[config.mk]
export PLATFORM = sky130hd
export DESIGN_NAME = dsp_mac_stream
export DESIGN_NICKNAME = d
export VERILOG_FILES = /design/src/rtl/dsp_mac_stream.sv
export SDC_FILE = /design/constraint.sdc
export NUM_CORES = 2
export LEC_CHECK = 0
export ABC_AREA = 1
export CORE_MARGIN = 1.5
export CORE_UTILIZATION = 40
export DETAILED_ROUTE_END_ITERATION = 6
export SLEW_MARGIN = 0
export SYNTH_ARGS = -nofsm -noshare
export SYNTH_HDL_FRONTEND = slang
export SYNTH_SLANG_ARGS = --single-unit
[constraint.sdc]
create_clock -name i_clk -period 12.1 [get_ports i_clk]
set_input_delay 2.42 -clock i_clk [delete_from_list [all_inputs] [get_ports i_clk]]
set_output_delay 2.42 -clock i_clk [all_outputs]
set_load 0.1 [all_outputs]
[src/rtl/dsp_mac_stream.sv]
// Streaming DSP slice: signed pre-adder, multiplier and post-adder/accumulator in a
// three-stage pipeline with valid/ready flow control, accumulate-and-dump and optional saturation.
module dsp_mac_stream #(
   parameter int A_W      = 18,
   parameter int B_W      = 18,
   parameter int D_W      = 18,
   parameter int C_W      = 48,
   parameter int P_W      = 48,
   parameter int ACC_LEN  = 16,
   parameter int SATURATE = 1
) (
   input  logic                  i_clk,
   input  logic                  i_rst_n,
   input  logic                  i_in_valid,
   output logic                  o_in_ready,
   input  logic signed [A_W-1:0] i_a,
   input  logic signed [B_W-1:0] i_b,
   input  logic signed [D_W-1:0] i_d,
   input  logic signed [C_W-1:0] i_c,
   input  logic [3:0]            i_opmode,
   input  logic                  i_flush,
   output logic                  o_out_valid,
   input  logic                  i_out_ready,
   output logic signed [P_W-1:0] o_p,
   output logic                  o_ovf,
   output logic [15:0]           o_acc_cnt
);

   localparam int BD_W  = (B_W > D_W) ? B_W : D_W;
   localparam int PRE_W = BD_W + 1;
   localparam int M_W   = A_W + PRE_W;
   localparam int R_W   = P_W + 1;
   localparam logic [15:0] ACC_LEN_C = 16'(ACC_LEN);

   localparam logic [1:0] POST_M   = 2'b00;
   localparam logic [1:0] POST_CPM = 2'b01;
   localparam logic [1:0] POST_ACC = 2'b10;
   localparam logic [1:0] POST_CMM = 2'b11;

   if (P_W < M_W || P_W < C_W) begin : g_bad_width
      $error("dsp_mac_stream: P_W too narrow for the product or C operand");
   end
   if (ACC_LEN < 1 || ACC_LEN > 65535) begin : g_bad_acc_len
      $error("dsp_mac_stream: ACC_LEN out of range 1..65535");
   end

   logic w_stall;
   logic w_accept;

   // Stage 1: operand capture and pre-add
   logic signed [PRE_W-1:0] w_b_ext;
   logic signed [PRE_W-1:0] w_d_ext;
   logic signed [PRE_W-1:0] w_pre;

   logic                    r_v1;
   logic signed [A_W-1:0]   r_a1;
   logic signed [PRE_W-1:0] r_pre1;
   logic signed [C_W-1:0]   r_c1;
   logic [1:0]              r_post1;
   logic                    r_flush1;

   // Stage 2: multiply
   logic [M_W-1:0]          w_m;
   logic                    r_v2;
   logic [M_W-1:0]          r_m2;
   logic signed [C_W-1:0]   r_c2;
   logic [1:0]              r_post2;
   logic                    r_flush2;

   // Stage 3: post-add / accumulate
   logic signed [R_W-1:0]   w_m_ext;
   logic signed [R_W-1:0]   w_c_ext;
   logic signed [R_W-1:0]   w_acc_ext;
   logic signed [R_W-1:0]   w_res;
   logic                    w_ovf;
   logic signed [P_W-1:0]   w_clip;
   logic                    w_is_acc;
   logic [15:0]             w_cnt_nxt;
   logic                    w_dump;
   logic                    w_ovf_sticky;

   logic                    r_out_valid;
   logic signed [P_W-1:0]   r_p;
   logic                    r_ovf;
   logic signed [P_W-1:0]   r_acc;
   logic [15:0]             r_acc_cnt;
   logic                    r_acc_ovf;

   assign w_stall    = r_out_valid & ~i_out_ready;
   assign o_in_ready = ~w_stall;
   assign w_accept   = i_in_valid & o_in_ready;

   assign w_b_ext = {{(PRE_W-B_W){i_b[B_W-1]}}, i_b};
   assign w_d_ext = {{(PRE_W-D_W){i_d[D_W-1]}}, i_d};

   always_comb begin
      w_pre = w_b_ext;
      if (i_opmode[0]) begin
         w_pre = i_opmode[1] ? (w_d_ext - w_b_ext) : (w_d_ext + w_b_ext);
      end
   end

   always_ff @(posedge i_clk or negedge i_rst_n) begin
      if (!i_rst_n) begin
         r_v1     <= 1'b0;
         r_a1     <= '0;
         r_pre1   <= '0;
         r_c1     <= '0;
         r_post1  <= POST_M;
         r_flush1 <= 1'b0;
      end else if (!w_stall) begin
         r_v1 <= w_accept;
         if (w_accept) begin
            r_a1     <= i_a;
            r_pre1   <= w_pre;
            r_c1     <= i_c;
            r_post1  <= i_opmode[3:2];
            r_flush1 <= i_flush;
         end
      end
   end

   // Both factors sign-extended to the full product width, so the low M_W bits are exact
   assign w_m = {{PRE_W{r_a1[A_W-1]}}, r_a1} * {{A_W{r_pre1[PRE_W-1]}}, r_pre1};

   always_ff @(posedge i_clk or negedge i_rst_n) begin
      if (!i_rst_n) begin
         r_v2     <= 1'b0;
         r_m2     <= '0;
         r_c2     <= '0;
         r_post2  <= POST_M;
         r_flush2 <= 1'b0;
      end else if (!w_stall) begin
         r_v2 <= r_v1;
         if (r_v1) begin
            r_m2     <= w_m;
            r_c2     <= r_c1;
            r_post2  <= r_post1;
            r_flush2 <= r_flush1;
         end
      end
   end

   assign w_m_ext   = {{(R_W-M_W){r_m2[M_W-1]}}, r_m2};
   assign w_c_ext   = {{(R_W-C_W){r_c2[C_W-1]}}, r_c2};
   assign w_acc_ext = {r_acc[P_W-1], r_acc};

   always_comb begin
      case (r_post2)
         POST_M:   w_res = w_m_ext;
         POST_CPM: w_res = w_c_ext + w_m_ext;
         POST_CMM: w_res = w_c_ext - w_m_ext;
         default:  w_res = w_acc_ext + w_m_ext;
      endcase
   end

   // Every operand fits in P_W bits, so one guard bit keeps the sum exact for the overflow test
   assign w_ovf = w_res[R_W-1] ^ w_res[R_W-2];

   always_comb begin
      w_clip = w_res[P_W-1:0];
      if (w_ovf && SATURATE != 0) begin
         w_clip = w_res[R_W-1] ? {1'b1, {(P_W-1){1'b0}}} : {1'b0, {(P_W-1){1'b1}}};
      end
   end

   assign w_is_acc     = (r_post2 == POST_ACC);
   assign w_cnt_nxt    = r_acc_cnt + 16'd1;
   assign w_dump       = (w_cnt_nxt == ACC_LEN_C) | r_flush2;
   assign w_ovf_sticky = r_acc_ovf | w_ovf;

   always_ff @(posedge i_clk or negedge i_rst_n) begin
      if (!i_rst_n) begin
         r_out_valid <= 1'b0;
         r_p         <= '0;
         r_ovf       <= 1'b0;
         r_acc       <= '0;
         r_acc_cnt   <= '0;
         r_acc_ovf   <= 1'b0;
      end else if (!w_stall) begin
         r_out_valid <= 1'b0;
         if (r_v2) begin
            if (w_is_acc && !w_dump) begin
               r_acc     <= w_clip;
               r_acc_cnt <= w_cnt_nxt;
               r_acc_ovf <= w_ovf_sticky;
            end else begin
               // Dumps and non-accumulate samples both close any open window
               r_out_valid <= 1'b1;
               r_p         <= w_clip;
               r_ovf       <= w_is_acc ? w_ovf_sticky : w_ovf;
               r_acc       <= '0;
               r_acc_cnt   <= '0;
               r_acc_ovf   <= 1'b0;
            end
         end
      end
   end

   assign o_out_valid = r_out_valid;
   assign o_p         = r_p;
   assign o_ovf       = r_ovf;
   assign o_acc_cnt   = r_acc_cnt;

endmodule

**Wiring by layer**

Scale: 1 px per micron.
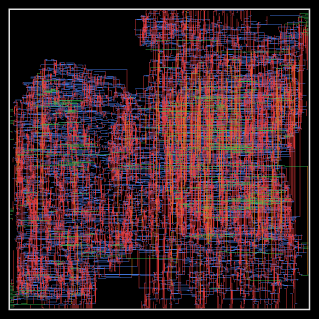
layer	color	wire length
metal 4	orange	5290 microns
metal 3	green	5180 microns
metal 2	red	55.5 mm
metal 1	blue	46.9 mm
vias: 31600
WL/cell: 18.2 microns
gr usage total: 25.4%
Total Wirelength: 113000 microns

**Routed clock nets over the placement**

Scale: 1 px per micron.
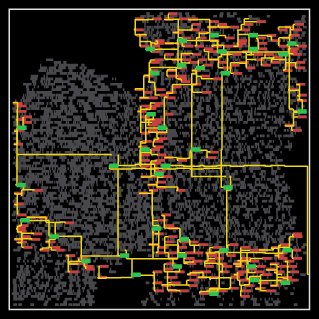
[clock drivers] green | count: 38
[flip-flops] red | count: 293
[clock wires] yellow | length: 4860 microns
flops lie	spread over the die
Fin Clk Skew: 33.8 ps
Worst-Skew Late Latency: 600 ps

**Metal 4**

Scale: 1 px per micron.
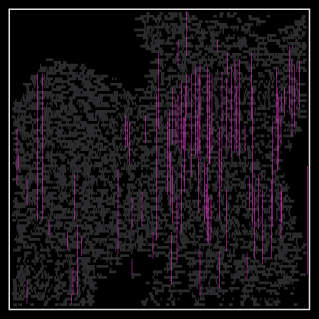
nets with wire on the layer	81
main direction	vertical
share of all routed wire	4.7%
longest straight run	146 microns
wire length on this layer	5290 microns

**Track usage over the die**

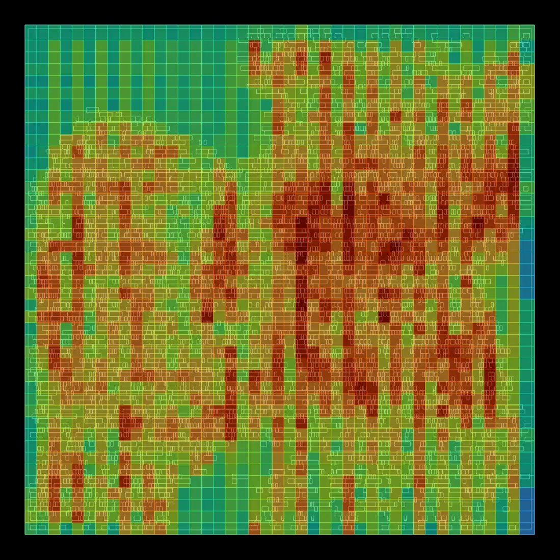
routing usage on met3: 2.22%
fin util: 45.0%
met2 Use GR: 44.6%
gr busiest metal: met2

==> qor.csv <==
metric,value,unit
grt_pass1_wl,177000,microns
crit_end,o_in_ready,
synth_cell_type_count,54,
cts_setup_buffers,0,
area_delta_synth_final,11.5,%
edf_count,0,
fmax,146,MHz
crit_arrival,4450,ps
clock-sinks,293,
dp_hpwl,92000,microns
cp.required,9680,ps
ff_type,dfrtp_1,
ys_cells,4954,
core_area,86600,sq um
drive_gt1_share,2.97,%
critPathLaunchType,input port,
grt_antenna_before_repair,0,
postSynthAreaPerCell,7.06,sq um
status,"finished, final reports clean",
nFillCells,8980,
vias_per_cell,5.10,
rrSetupSlack,5420,ps
yosys_area,35000,sq um
die_area,89200,sq um
worstReg2RegStart,r_a1[3]$_DFFE_PN0P_,
area.combinational,23300,sq um
gp_congestion,1.06,
rr_endpoint,r_m2[33]$_DFFE_PN0P_,
finalSetupTns,0,ps
holdCritStartpoint,o_p[39]$_DFFE_PN0P_,
cts_resized,0,
die_h,299,microns
worstPathMaxFanout,5,
drt_iter0_drc,2392,
ys_seq_share,21.0,%
hold_buffers,0,
hp-class,reg -> reg,
placed_cells,6140,
synth_area,35000,sq um
clock_path_buffers,3,
## logic make-up (layout without fill, tap and decap cells)
family / count (synthesis) / after routing / share of synthesized area (%)
flops: 293 / 293 / 21.0
fa+ha+maj: 560 / 560 / 27.5
xor+xnor: 109 / 109 / 2.73
simple gates: 2116 / 2116 / 24.8
buf+inv: 1149 / 1249 / 12.6
compound gates: 726 / 726 / 11.4
mux: 1 / 1 / 0.0286
## flip-flops by register name, indices dropped and copies added, names as in the netlist
| signal | cells |
|---|---|
| r_a1 | 18 |
| o_out_valid | 1 |
| o_p | 48 |
| r_pre1 | 19 |
| o_acc_cnt | 16 |
| r_flush1 | 1 |
| r_acc_ovf | 1 |
| r_v1 | 1 |
| r_c2 | 48 |
| r_m2 | 37 |
| o_ovf | 1 |
| r_post2 | 2 |
| r_v2 | 1 |
| r_c1 | 48 |
| r_acc | 48 |
| r_post1 | 2 |
| r_flush2 | 1 |
## synth_stat cells, drive strengths merged, types with 4 or more instances
master / number / area (sq um)
fa: 348 / 6970
o31ai: 13 / 97.6
a31oi: 49 / 307
o211ai: 24 / 180
nand3b: 12 / 90.1
clkbuf: 119 / 447
or2: 32 / 200
nor2: 366 / 1410
dfrtp: 293 / 7330
a21boi: 11 / 82.6
nand4: 47 / 309
o21bai: 29 / 218
o221ai: 4 / 35.0
a21oi: 251 / 1260
nor4: 10 / 62.6
nand3: 217 / 1110
buf: 49 / 268
o22ai: 9 / 56.3
ha: 212 / 2650
xnor2: 28 / 245
o21ai: 310 / 1560
inv: 979 / 3670
nand2: 1384 / 5220
a21o: 11 / 82.6
o21a: 6 / 45.0
nor3: 43 / 226
xor2: 81 / 709
## cell type report
type / count / share of cell area (%)
multi-input cells: 3512 / 59.7
flip-flops and latches: 293 / 18.8
inverters: 981 / 9.46
repair buffers: 199 / 4.98
well taps: 1155 / 3.71
clock buffers: 51 / 2.72
clock inverters: 18 / 0.642
## worst max-delay path, cell delays in order
cell and delay [ps]:
clkdlybuf4s50_1 450, nor2_1 80, inv_1 280, clkdlybuf4s50_1 1210
## layer usage
metal / track usage [%] / vias up / wire length, microns
li1: - / 15500 / -
met1: 31.6 / 15100 / 46900
met2: 44.6 / 899 / 55500
met3: 2.22 / 193 / 5180
met4: 11.2 / 0 / 5290
met5: 0 / - / 0
## cell usage in the layout (no fill, tap or decap), types with 49 or more instances in the layout
master,n
ha_1,212
o21ai_0,304
nand2_1,1375
a21oi_1,251
fa_1,348
dfrtp_1,293
a31oi_1,49
inv_1,969
xor2_1,81
nand3_1,214
nor2_1,357
clkdlybuf4s50_1,176
## through the flow
step	setup slack [ps]	hold WS [ps]	util, %
floorplan	6220	449	-
global placement	5160	463	43.5
detailed placement	5160	465	43.5
CTS	5160	481	45.0
global route	4970	495	45.0
finish	5230	478	45.0
